$ cat src/rtl/pulse_filter_pkg.sv
// pulse_filter_pkg: FSM state encoding and default parameters for the pulse filter.
package pulse_filter_pkg;
    typedef enum logic [1:0] {IDLE_LOW, QUAL_HIGH, STABLE_HIGH, QUAL_LOW} state_t;
    localparam int DEF_SYNC_STAGES = 2;
    localparam int DEF_MIN_WIDTH   = 4;
    localparam int DEF_CNT_W       = 8;
    localparam int QCNT_W          = 4;
endpackage

$ cat src/rtl/pulse_filter_if.sv
// pulse_filter_if: raw level in, filtered level/edges/width/glitch out.
interface pulse_filter_if import pulse_filter_pkg::*; #(parameter int CNT_W = DEF_CNT_W);
    logic             a;
    logic             out;
    logic             rise;
    logic             fall;
    logic [CNT_W-1:0] width;
    logic             width_valid;
    logic             glitch;
    modport master (output a, input out, rise, fall, width, width_valid, glitch);
    modport slave  (input a, output out, rise, fall, width, width_valid, glitch);
endinterface

$ cat src/rtl/sync_ff.sv
// sync_ff: multi-stage synchronizer for an asynchronous level.
module sync_ff import pulse_filter_pkg::*; #(
    parameter int STAGES = DEF_SYNC_STAGES
) (
    input  logic clk,
    input  logic rst,
    input  logic d,
    output logic q
);
    logic [STAGES-1:0] r_sync;
    always_ff @(posedge clk) r_sync <= rst ? '0 : {r_sync[STAGES-2:0], d};
    assign q = r_sync[STAGES-1];
endmodule

$ cat src/rtl/pulse_filter.sv
// pulse_filter: deglitches an async level and measures accepted high-pulse widths.
module pulse_filter import pulse_filter_pkg::*; #(
    parameter int SYNC_STAGES = DEF_SYNC_STAGES,
    parameter int MIN_WIDTH   = DEF_MIN_WIDTH,
    parameter int CNT_W       = DEF_CNT_W
) (
    input  logic clk,
    input  logic rst,
    pulse_filter_if.slave bus
);
    localparam logic [QCNT_W-1:0] QMAX = QCNT_W'(MIN_WIDTH - 1);
    logic              w_a_s;
    state_t            r_state;
    logic [QCNT_W-1:0] r_qcnt;
    logic [CNT_W-1:0]  r_wcnt;
    logic [CNT_W-1:0]  r_width;
    logic              r_out;
    logic              r_rise;
    logic              r_fall;
    logic              r_wv;
    logic              r_glitch;

    function automatic logic [CNT_W-1:0] sat_add(input logic [CNT_W-1:0] x, input logic [QCNT_W-1:0] y);
        logic [CNT_W:0] s;
        s = {1'b0, x} + (CNT_W+1)'(y);
        return s[CNT_W] ? '1 : s[CNT_W-1:0];
    endfunction

    sync_ff #(.STAGES(SYNC_STAGES)) u_sync (.clk(clk), .rst(rst), .d(bus.a), .q(w_a_s));

    // a rejected low dip is credited back to the width once it turns out to be a glitch
    always_ff @(posedge clk) begin
        if (rst) begin
            r_state  <= IDLE_LOW;
            r_qcnt   <= '0;
            r_wcnt   <= '0;
            r_width  <= '0;
            r_out    <= 1'b0;
            r_rise   <= 1'b0;
            r_fall   <= 1'b0;
            r_wv     <= 1'b0;
            r_glitch <= 1'b0;
        end else begin
            r_rise   <= 1'b0;
            r_fall   <= 1'b0;
            r_wv     <= 1'b0;
            r_glitch <= 1'b0;
            case (r_state)
                IDLE_LOW: if (w_a_s) begin
                    r_state <= QUAL_HIGH;
                    r_qcnt  <= QCNT_W'(1);
                    r_wcnt  <= '0;
                end
                QUAL_HIGH: begin
                    r_wcnt <= sat_add(r_wcnt, QCNT_W'(1));
                    if (!w_a_s) begin
                        r_state  <= IDLE_LOW;
                        r_glitch <= 1'b1;
                    end else if (r_qcnt == QMAX) begin
                        r_state <= STABLE_HIGH;
                        r_out   <= 1'b1;
                        r_rise  <= 1'b1;
                    end else r_qcnt <= r_qcnt + 1'b1;
                end
                STABLE_HIGH: begin
                    r_wcnt <= sat_add(r_wcnt, QCNT_W'(1));
                    if (!w_a_s) begin
                        r_state <= QUAL_LOW;
                        r_qcnt  <= QCNT_W'(1);
                    end
                end
                QUAL_LOW: if (w_a_s) begin
                    r_state  <= STABLE_HIGH;
                    r_glitch <= 1'b1;
                    r_wcnt   <= sat_add(r_wcnt, r_qcnt);
                end else if (r_qcnt == QMAX) begin
                    r_state <= IDLE_LOW;
                    r_out   <= 1'b0;
                    r_fall  <= 1'b1;
                    r_wv    <= 1'b1;
                    r_width <= r_wcnt;
                end else r_qcnt <= r_qcnt + 1'b1;
            endcase
        end
    end

    assign bus.out         = r_out;
    assign bus.rise        = r_rise;
    assign bus.fall        = r_fall;
    assign bus.width       = r_width;
    assign bus.width_valid = r_wv;
    assign bus.glitch      = r_glitch;
endmodule

$ cat src/flat_wrapper.sv
// flat-port wrapper written by rule: the top's interface ports become plain ports
module pulse_filter_flat import pulse_filter_pkg::*;
#(
    parameter int SYNC_STAGES = DEF_SYNC_STAGES,
    parameter int MIN_WIDTH   = DEF_MIN_WIDTH,
    parameter int CNT_W       = DEF_CNT_W
)
  (clk, rst, bus_a, bus_out, bus_rise, bus_fall, bus_width, bus_width_valid, bus_glitch);
  pulse_filter_if #(.CNT_W(CNT_W)) bus_i ();
  input  logic clk;
  input  logic rst;
  input wire logic [$bits(bus_i.a)-1:0] bus_a;
  output wire logic [$bits(bus_i.out)-1:0] bus_out;
  output wire logic [$bits(bus_i.rise)-1:0] bus_rise;
  output wire logic [$bits(bus_i.fall)-1:0] bus_fall;
  output wire logic [$bits(bus_i.width)-1:0] bus_width;
  output wire logic [$bits(bus_i.width_valid)-1:0] bus_width_valid;
  output wire logic [$bits(bus_i.glitch)-1:0] bus_glitch;
  assign bus_i.a = bus_a;
  assign bus_out = bus_i.out;
  assign bus_rise = bus_i.rise;
  assign bus_fall = bus_i.fall;
  assign bus_width = bus_i.width;
  assign bus_width_valid = bus_i.width_valid;
  assign bus_glitch = bus_i.glitch;
  pulse_filter #(.SYNC_STAGES(SYNC_STAGES), .MIN_WIDTH(MIN_WIDTH), .CNT_W(CNT_W)) u_core (.clk(clk), .rst(rst), .bus(bus_i));
endmodule
$ cat config.mk
export PLATFORM = sky130hd
export DESIGN_NAME = pulse_filter_flat
export DESIGN_NICKNAME = d
export VERILOG_FILES = /design/src/rtl/pulse_filter_pkg.sv /design/src/rtl/pulse_filter_if.sv /design/src/rtl/sync_ff.sv /design/src/rtl/pulse_filter.sv /design/src/flat_wrapper.sv
export SDC_FILE = /design/constraint.sdc
export NUM_CORES = 1
export LEC_CHECK = 0
export ABC_AREA = 1
export CAP_MARGIN = 15
export CORE_ASPECT_RATIO = 0.5
export CORE_MARGIN = 1
export CORE_UTILIZATION = 45
export CTS_BUF_LIST = sky130_fd_sc_hd__clkbuf_4 sky130_fd_sc_hd__clkbuf_8 sky130_fd_sc_hd__clkbuf_16
export DETAILED_ROUTE_END_ITERATION = 6
export GPL_ROUTABILITY_DRIVEN = 1
export MAX_ROUTING_LAYER = met4
export PLACE_DENSITY = 0.65
export SLEW_MARGIN = 40
export SYNTH_ARGS = -nofsm -noshare
export SYNTH_HDL_FRONTEND = slang
export SYNTH_SLANG_ARGS = --single-unit
$ cat constraint.sdc
create_clock -name clk -period 1.9 [get_ports clk]
set_input_delay 0.38 -clock clk [delete_from_list [all_inputs] [get_ports clk]]
set_output_delay 0.38 -clock clk [all_outputs]
set_load 0.01 [all_outputs]
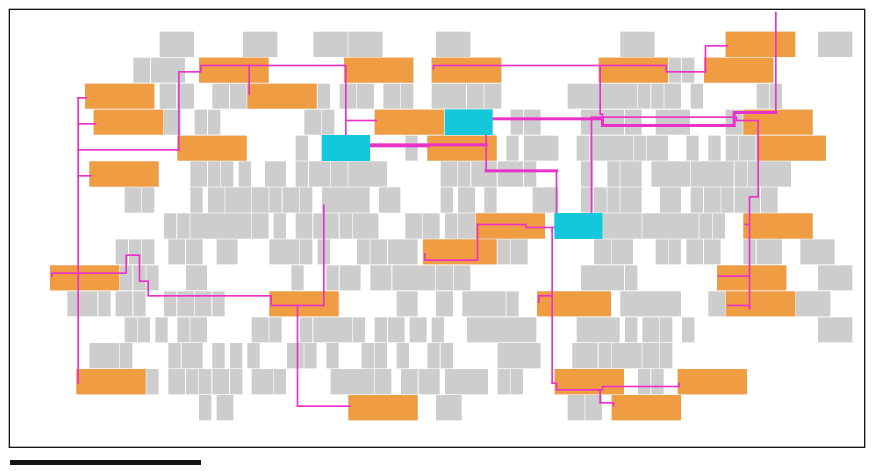
**Above:** clock network drawn from the DEF.
Scale bar: 20 um.
magenta -> clock wires  # length 394 um
orange -> flip-flops  # count 28
cyan -> clock-net drivers  # count 3
routed clock nets = 4
flops lie = spread over the die

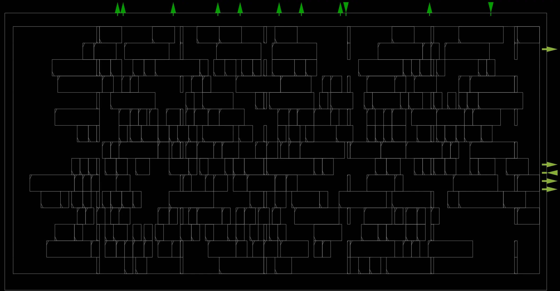
**Above:** placement view.
Core Util, Final: 56.9%
filler instances: 329
cell row count: 15

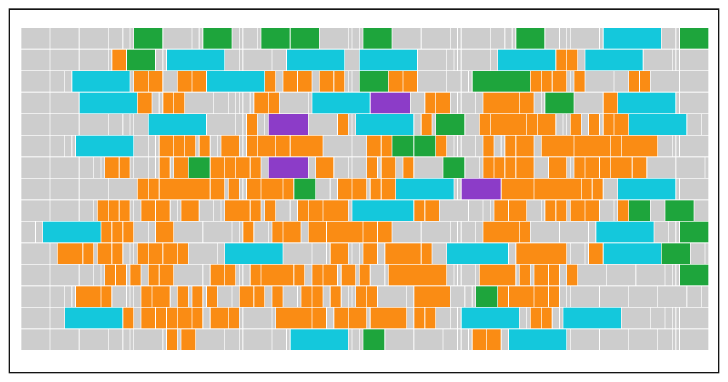
**Above:** cell classes on the final placement.
Fill, decap, tap and diode cells in grey.
green -> remaining buffers and delay cells  # cells 24
cyan -> registers  # cells 28
purple -> clock drivers and dummy loads  # cells 4
orange -> remaining logic cells  # cells 207
Design Area, Final: 2020 um2
core area: 3550 um2
sequential cell area share: 27.9%

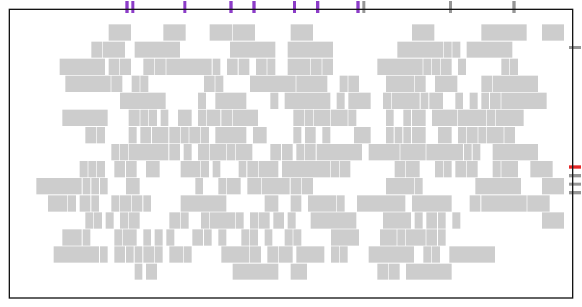
**Above:** I/O pins on the die edge.
Pins as bars across the die edge, other pins in grey.
purple -> bus_width  # pins 8, direction output, edge north
red -> bus_rise  # pins 1, direction output, edge east
all pins by edge = 11 north, 5 east

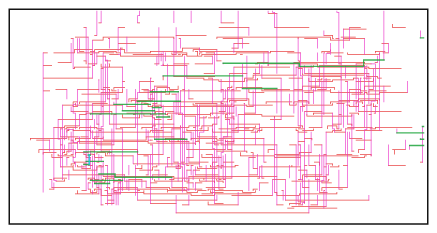
**Above:** wiring by layer.
green -> M3  # wire length 172 um
magenta -> M2  # wire length 1610 um
cyan -> M4  # wire length 2.00 um
red -> M1  # wire length 1930 um
WL/cell: 11.8 um
drt total wl: 3720 um
GRT Total Usage: 21.5%
total number of vias: 1568

## synth_stat cells, drive strengths merged
library cell	number	share of area (%)
a211oi	1	0.44
a21oi	19	6.0
a31oi	2	0.73
buf	6	2.7
clkbuf	3	0.65
clkinv	1	0.29
dfxtp	28	33
fa	1	1.2
ha	10	7.3
inv	28	6.1
nand2	66	15
nand3	17	6.4
nand4	3	1.5
nor2	25	7.5
nor3	4	1.8
o211ai	1	0.44
o21ai	25	7.5
or2	2	0.73
xor2	2	1.0
## critical path: stages, from the launching register on
cell,delay [ns]
dfxtp_2,0.36
ha_1,0.22
fa_1,0.41
nand3_1,0.12
nand2_2,0.11
nand2_1,0.09
nand2_1,0.04
o21ai_0,0.06
nand2_1,0.06
nand2_1,0.07
nand2_1,0.04
a21oi_1,0.10
## power by group through the flow
stage | registers (mW) | logic, mW | clock network, mW
after floorplan | 0.685 | 0.408 | 0
after global placement | 0.692 | 0.584 | 0
after detailed placement | 0.695 | 0.592 | 0
after CTS | 0.681 | 0.597 | 0.391
after global routing | 0.693 | 0.668 | 0.418
final | 0.685 | 0.596 | 0.379
## cells by family (layout without fill, tap and decap cells)
logic type,after synthesis,count (layout),synth area share (%)
adder cells (fa/ha/maj),11,11,8.42
buffers and inverters,38,57,9.73
AND/OR/NAND/NOR,117,117,33.3
AND-OR/OR-AND,48,48,15.0
XOR/XNOR,2,2,1.02
flip-flops,28,28,32.5
## sequential cells by signal (all words and copies together), names as in the netlist, named ones only
| signal | cells |
|---|---|
| u_core.bus.out | 1 |
| u_core.bus.glitch | 1 |
| u_core.u_sync.r_sync | 2 |
| u_core.r_qcnt | 4 |
| u_core.bus.width | 8 |
| u_core.r_state | 1 |
| u_core.r_wcnt | 8 |
| u_core.bus.fall | 1 |
| u_core.bus.rise | 1 |
## what timing repair did
action,4_1_cts,5_1_grt
hold buffers,0,0
hold endpoints to repair,0,0
resized,0,3
setup endpoints to repair,0,5
## metal layers
metal	part of all wire (%)	track usage, %
met4	0.054	3.17
met2	43	33.6
met3	4.6	4.89
met1	52	29.3
met5	0	-
## worst min-delay path by stage
| stage | start | end | slack (ns) |
|---|---|---|---|
| after detailed placement | u_core.u_sync.r_sync[0] | u_core.u_sync.r_sync[1] | 0.40 |
| after global routing | u_core.u_sync.r_sync[0] | u_core.u_sync.r_sync[1] | 0.43 |
| final | u_core.u_sync.r_sync[0] | u_core.u_sync.r_sync[1] | 0.41 |
| after floorplan | u_core.u_sync.r_sync[0] | u_core.u_sync.r_sync[1] | 0.39 |
| after global placement | u_core.u_sync.r_sync[0] | u_core.u_sync.r_sync[1] | 0.39 |
| after CTS | u_core.u_sync.r_sync[0] | u_core.u_sync.r_sync[1] | 0.41 |
## area by class of cell
cell class | instances | share of cell area, %
clock buffer | 4 | 2.73
timing repair buffer | 24 | 11.4
tap | 51 | 3.16
sequential | 28 | 27.9
multi-input combinational | 178 | 49.4
inverter | 29 | 5.45
==> Slide: Implementation Results <==
Implementation Results

Outcome
  • Outcome: complete, no violations

Synth
  • YS warnings: 0
  • Synthesized area per cell: 7.06 um2
  • Synth Seq Share: 32.5%

Die
  • # IOs: 16
  • Chip area: 4100 um2
  • Die extent in x: 89.5 um

CTS
  • Num Clock Sinks: 28
  • TritonCTS buffer count: 3
  • Latest clock arrival within the worst-skew pair: 0.28 ns
  • CTS H-tree lvls: 1
  • CTS clk-pin slew, worst paths: 0.10 ns
  • CTS max path bufs: 2
  • Setup bufs post-CTS: 0

Timing
  • Max Clk Rate: 575 MHz
  • Final Cycle Share: 91.6%
  • Hold slack: roughly 0.4 ns
  • Setup violators final: 0
  • Hold Vio Cnt, Final: 0
  • Clock Skew: approximately 0.0043 ns
  • Max-slew violations: 0
  • Final period demand of the worst path: 1.74 ns

GRT
  • Largest net degree at the start of global routing: 16
  • First-pass GRT wire length: 6340 um

Critical path
  • Crit path capture type: flop
  • Crit path DRT: 2.12 ns
  • R2r startpoint: u_core.r_wcnt[0]
  • R2R Setup Slk: 0.16 ns
  • Critical Path Start Type: flop

Cells and area
  • Fin cells: 314
  • Nets@finish: 278
  • Ant. Diodes: 0
  • Top Layout Cells: nand2_1, dfxtp_1, inv_1, o21ai_0, nor2_1
  • Register area: between 500 and 600 um2
  • Area growth from synthesis to layout: 17.2%

Power
  • Leakage: 0.872 nW
  • P per Cell Area: 822 nW/um2
  • Switch share: 37.5%
  • P_int: between 1 and 1.5 mW
  • Sw Pwr: 0.622 mW

Placed design
  • Buffers added on ports: 15
  • Placed instance count: 310
Power is estimated from default activity; no workload was simulated.
